==> config.mk <==
export PLATFORM = sky130hd
export DESIGN_NAME = instr_sequencer
export DESIGN_NICKNAME = d
export VERILOG_FILES = /design/src/rtl/instr_sequencer.sv
export SDC_FILE = /design/constraint.sdc
export NUM_CORES = 1
export LEC_CHECK = 0
export ABC_AREA = 0
export CAP_MARGIN = 20
export CORE_MARGIN = 2
export CORE_UTILIZATION = 47
export DETAILED_ROUTE_END_ITERATION = 16
export GPL_TIMING_DRIVEN = 0
export PLACE_DENSITY = 0.79
export SYNTH_ARGS = -nofsm -noshare
export SYNTH_HDL_FRONTEND = slang
export SYNTH_SLANG_ARGS = --single-unit
==> constraint.sdc <==
create_clock -name clk -period 2.4 [get_ports clk]
set_clock_uncertainty 0.1 [all_clocks]
set_input_delay 0.6 -clock clk [delete_from_list [all_inputs] [get_ports clk]]
set_output_delay 0.6 -clock clk [all_outputs]
set_load 0.05 [all_outputs]
Figure 1. M1 wires (run 1).
Scale bar: 20 um.
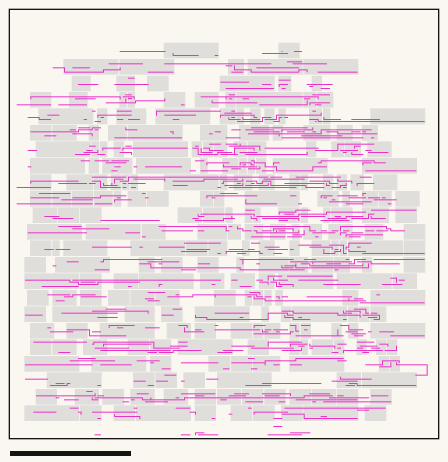
nets with wire on the layer: 243
share of all routed wire: 45%
via count: 1675
GR Util met1: 26.0%

Figure 2. M2 wires (run 1).
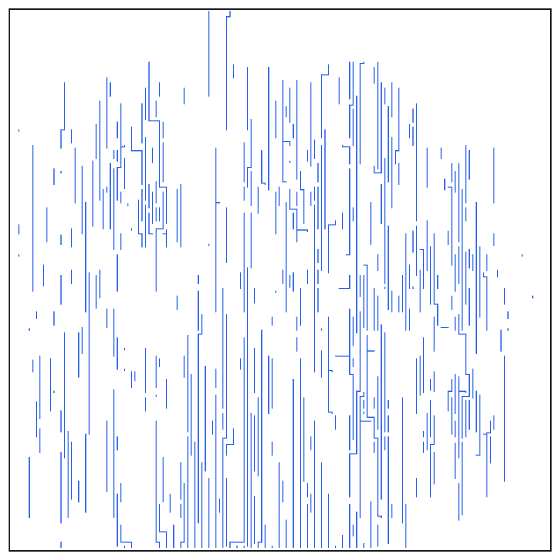
main direction: vertical
wire length on this layer: 2270 um
met2 Track Usage GR: 33.3%
WL final: 4710 um

Figure 3. The metal 3 layer (run 1).
Scale bar: 20 um.
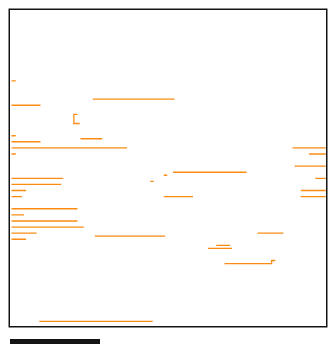
nets with wire on the layer: 30
share of all routed wire: 5.7%
wire length on this layer: 267 um
main direction: horizontal
longest straight run: 25.5 um
met3 usage: 5.84%

Figure 4. Clock wiring as the flow saved it (run 1).
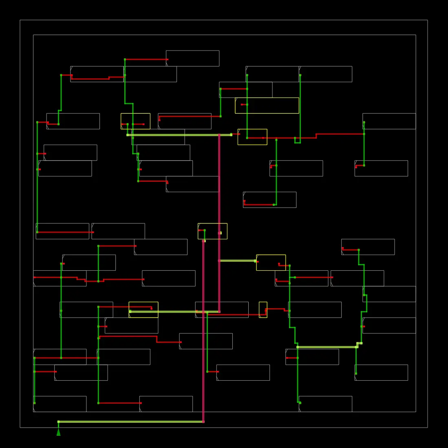
clock buffers: 6
flip-flops: 43
Clk. pwr: 547 uW
TritonCTS Buffers: 5

==> notes.md, run 1 <==
impl run done, here's what came out: status finished clean, Syn Inst Count 190, Crit path arrival time 1.62 ns, setup violators final 0, largest net degree at the start of global routing 33, DR WL met2 2270 um, DRC 0, Row Count 24, Final nets 283, RSZ-0062 raised after global routing false, slowest cell delay on critical path 0.41 ns, core area between 0.004 and 0.005 sq mm, Worst Hold Class reg -> reg, CTS tree done, FILL cells 356, Floorplan Utilization 48.2%, Initial DRC Count about 66, Root Buffer clkbuf_8, fin crit share 96.7%, fmax 0.431 GHz, WP buf/inv 3, AO/OA Area Share 10.9%, Seq share, synth between 50% and 60%, P&R area growth vs syn 37.7%, H-tree depth 2, Hold Crit Depth 1, most numerous logic cells after layout clkdlybuf4s50_1 (55), dfrtp_1 (43), mux2_2 (20), o21ai_0 (13), nor2_1 (12), Leak around 0.0012 uW, Hold Fails Final Rpt 0, top logic cell by instance count in the layout clkdlybuf4s50_1, n_diodes 0, # IOs 59, Most Used Layer, Global Route met2, post-detail-place hpwl ~3400 um, comb area leader simple AND/OR/NAND/NOR gates, cts hold-fix bufs 0
==> run 1: metrics by stage <==
stage / instances / instance area [sq um] / util (%) / worst slack [ns] / setup TNS [ns]
after CTS: 308 / 2870 / 66.3 / 0.0230 / 0
after detailed placement: 301 / 2760 / 63.8 / -0.187 / -0.584
after floorplan: 190 / 2090 / - / 0.251 / 0
after global placement: 300 / 2740 / 63.3 / -0.223 / -10.03
final: 308 / 2870 / 66.3 / 0.0781 / 0
after global routing: 308 / 2870 / 66.3 / 0.0131 / 0
==> run 1: Yosys cell counts, drive strengths merged, types with 2 or more instances <==
library cell	number	area (sq um)
xor2	4	35.0
a31oi	2	12.5
ha	3	37.5
clkbuf	4	15.0
o31ai	4	30.0
and3	4	25.0
nand2	10	37.5
nor4	2	18.8
nor3b	3	22.5
xnor2	3	26.3
nand3	10	50.1
nand4b	2	17.5
or2	2	12.5
mux2	20	225
dfrtp	43	1080
nand3b	2	15.0
nor2	12	45.0
nor3	9	50.1
o21ai	14	70.1
o211ai	4	35.0
inv	7	26.3
a21oi	4	20.0
buf	4	35.0
==> run 1: power breakdown <==
group	leakage (uW)	switching, uW	internal (uW)	total (uW)
Sequential	0.000538	176	975	1150
Combinational	0.000630	1310	804	2120
Clock	0.0000513	242	305	547
==> run 1: logic make-up after synthesis <==
| kind of cell | after synthesis |
|---|---|
| adders and majority gates | 3 |
| and+or+nand+nor | 66 |
| muxes | 21 |
| buffers and inverters | 15 |
| DFF | 43 |
| AOI/OAI and AO/OA | 35 |
| xor gates and xnor gates | 7 |
==> run 1: layout make-up <==
cell class	count	area (sq um)	area share (%)
clock inverter	1	30.0	1.05
inverter	7	26.3	0.916
buffer	8	52.6	1.83
clock buffer	6	72.6	2.53
sequential	43	1080	37.5
tap	52	65.1	2.27
timing repair buffer	59	604	21.1
multi-input combinational	132	941	32.8
Figure 5. Sizing map (run 1).
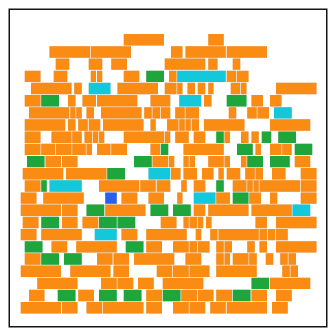

==> run 2, diff against run 1 <==
Settings changed: CORE_UTILIZATION 47 to 55, DONT_BUFFER_PORTS from default to 1, PLACE_DENSITY 0.79 to 0.7.
Figure 6. Sizing map (run 2).
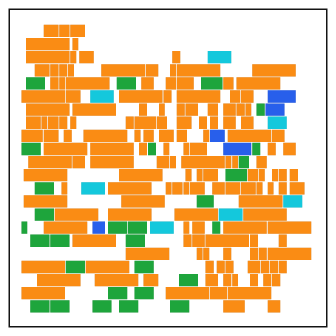
[orange] x1 and smaller | cells: 156 | most used: dfrtp_1
[cyan] x6 and larger | cells: 7 | most used: clkbuf_8
[blue] x3 and x4 | cells: 5 | most used: nor3_4
[green] x2 | cells: 29 | most used: mux2_2
Design Area, Final: 0.00226 sq mm
Non-Clock Buffer Count: 8

Figure 7. Clock wiring as the flow saved it (run 2).
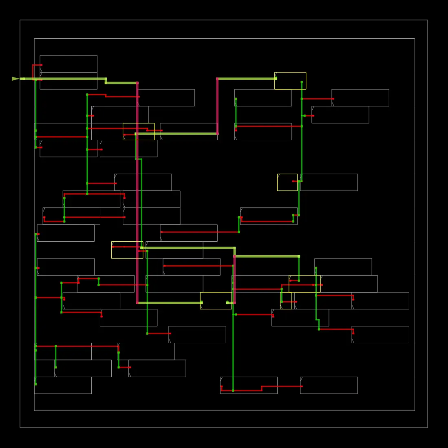
CTS Sinks: 43
Clk. pwr: 445 uW
clock buffers: 5

==> run 2 against run 1 <==
Net effect:
- flip-flop count unchanged
- clock power fell by 19%
- critical path depth fell by 1
- clock-buffer cell count decreased by 1
- critical endpoint unchanged
==> notes.md, run 2 <==
impl run done, here's what came out: Seq share, synth 51.7%, ANT nets after route 0, # IOs 59, Crit path arrival time around 1.6 ns, YS warnings 0, max-cap violations 0, post-detail-place hpwl approximately 3100 um, insertion delay at the late pin of the worst-skew pair approximately 0.30 ns, Port Buf Inserts 0, Wirelength per Cell 18.1 um, count of state elements after synthesis 43, CTS tree done, setup violators final 0, worst vdd ir between 0.0009 and 0.001 V, Initial DRC Count 164, cts hold-fix bufs 0, Syn Std Cell Area approximately 0.0021 sq mm, synth unique cells 48, max FFs per register 18, GP Congestion 0.843, fmax 0.442 GHz, H-tree depth 2, Largest type area fraction 51.7%, slowest cell delay on critical path 0.52 ns, layout cell share with drive strength beyond 1 between 20% and 30%, TritonCTS Buffers 5, Hold Fails Final Rpt 0, DRC 0, Leak just under 0.001 uW, core area 0.00366 sq mm, Post-synth top cells dfrtp_1 (43), mux2_2 (20), o21ai_0 (13), CP max stage cell nor3_4, largest net degree at the start of global routing 44, TritonRoute pass-1 iters 4, Sw Ratio 52.1%, top cell type by total area after synthesis dfrtp_1, gr usage total 22.9%, die area 0.00430 sq mm, fin crit share a little over nine tenths, FILL cells 310, final setup TNS 0 ns, Final Core Density 61.7%, sw power between 1500 and 2000 uW, die height roughly 66 um, Synth async-reset ratio 100%, Floorplan Utilization between 50% and 60%, Final nets 224, internal power 1590 uW, most numerous logic cells after layout dfrtp_1 (43), mux2_2 (20), o21ai_0 (13), nor2_1 (11), shortest period the worst path allows around 2.3 ns, vias per cell ~6.2, Post-synth EDFFs 0, clk buf depth 2, die width 65.5 um, sequential power share ~57%, via count approximately 1500, Hold WS 0.257 ns, Worst Hold Class in -> async, critical path fanouts, max 10, Row Count 22, crit path DRT 1.70 ns, Startpoint Class flop, Worst slew margin 42.4%, setup slack, reg-to-reg 0.25 ns, WL final 4440 um, post-cts resize count 4, count leader, synth dfrtp_1, ys cells 190, Power Density 1470 mW/mm^2, top logic cell by instance count in the layout dfrtp_1, Syn Inst Count around 190, grt total ovfl 0, n_diodes 0, status finished clean, Crit path max-delay family simple AND/OR/NAND/NOR gates, vias in the first global route 1450, postcts setup bufs 0, Clock Pin Slew Worst Setup and Hold Paths 0.08 ns, RSZ-0062 raised after global routing false, Crit. End Element output port, Root Buffer clkbuf_8, main flop type dfrtp_1, P&R area growth vs syn 8.41%, Log Warnings 26, WP buf/inv 2, top cells by area dfrtp_1 (52%), mux2_2 (11%), o21ai_0 (3.1%), nand3_1 (2.4%), nor2_1 (2.2%), initial antenna violation count 0, combinational fraction of design power ~29%, Clk pwr share between 10% and 20%, crit-path cells buf_6, clkbuf_2, nor3_4
run 2: cell counts after synthesis:
No cell type changed its count.
run 2: kinds of logic (layout without fill, tap and decap cells):
group | after synthesis | count (layout) | share of synthesized area, %
adder cells (fa/ha/maj) | 3 | 3 | 1.80
buffers and inverters | 15 | 22 | 3.66
XOR/XNOR | 7 | 7 | 2.94
multiplexers | 21 | 21 | 11.3
AND/OR/NAND/NOR | 66 | 66 | 17.7
flip-flops | 43 | 43 | 51.7
AND-OR/OR-AND | 35 | 35 | 10.9
run 2: metal layers:
metal / wire length [um] / GRT usage [%]
met5: 0 / 0
met4: 51 / 9.90
met2: 2270 / 35.7
met1: 1830 / 29.9
met3: 282 / 6.68
run 2: final cells by class:
type / instances / area, sq um / area share (%)
clock buffer: 5 / 68.8 / 3.05
buffer: 8 / 52.6 / 2.33
sequential: 43 / 1080 / 47.6
tap: 48 / 60.1 / 2.66
clock inverter: 2 / 13.8 / 0.609
inverter: 7 / 26.3 / 1.16
multi-input combinational: 132 / 961 / 42.5
run 2: stage by stage:
stage          power (uW)  instance area [sq um]  std cells  worst slack [ns]
3_5_place_dp         2840                   2150        238            0.0677
6_report             3310                   2260        245             0.135
5_1_grt              3470                   2260        245            0.0460
4_1_cts              3310                   2260        245            0.0229
3_3_place_gp         2770                   2150        238            0.0698
2_1_floorplan        2620                   2090        190             0.251
run 2: power groups by stage:
stage / clock (uW) / sequential (uW) / combinational [uW]
after floorplan: 0 / 1850 / 769
after global placement: 0 / 1910 / 865
after detailed placement: 0 / 1920 / 920
after CTS: 450 / 1910 / 955
after global routing: 487 / 1940 / 1050
final: 445 / 1900 / 960
run 2: worst register-to-register path, stage by stage (launching register included):
cell	delay (ns)
dfrtp_1	0.37
buf_6	0.14
inv_1	0.15
nor3_2	0.63
buf_4	0.31
mux2_2	0.36
No activity file was given, so power comes from the tool's default toggle rates.
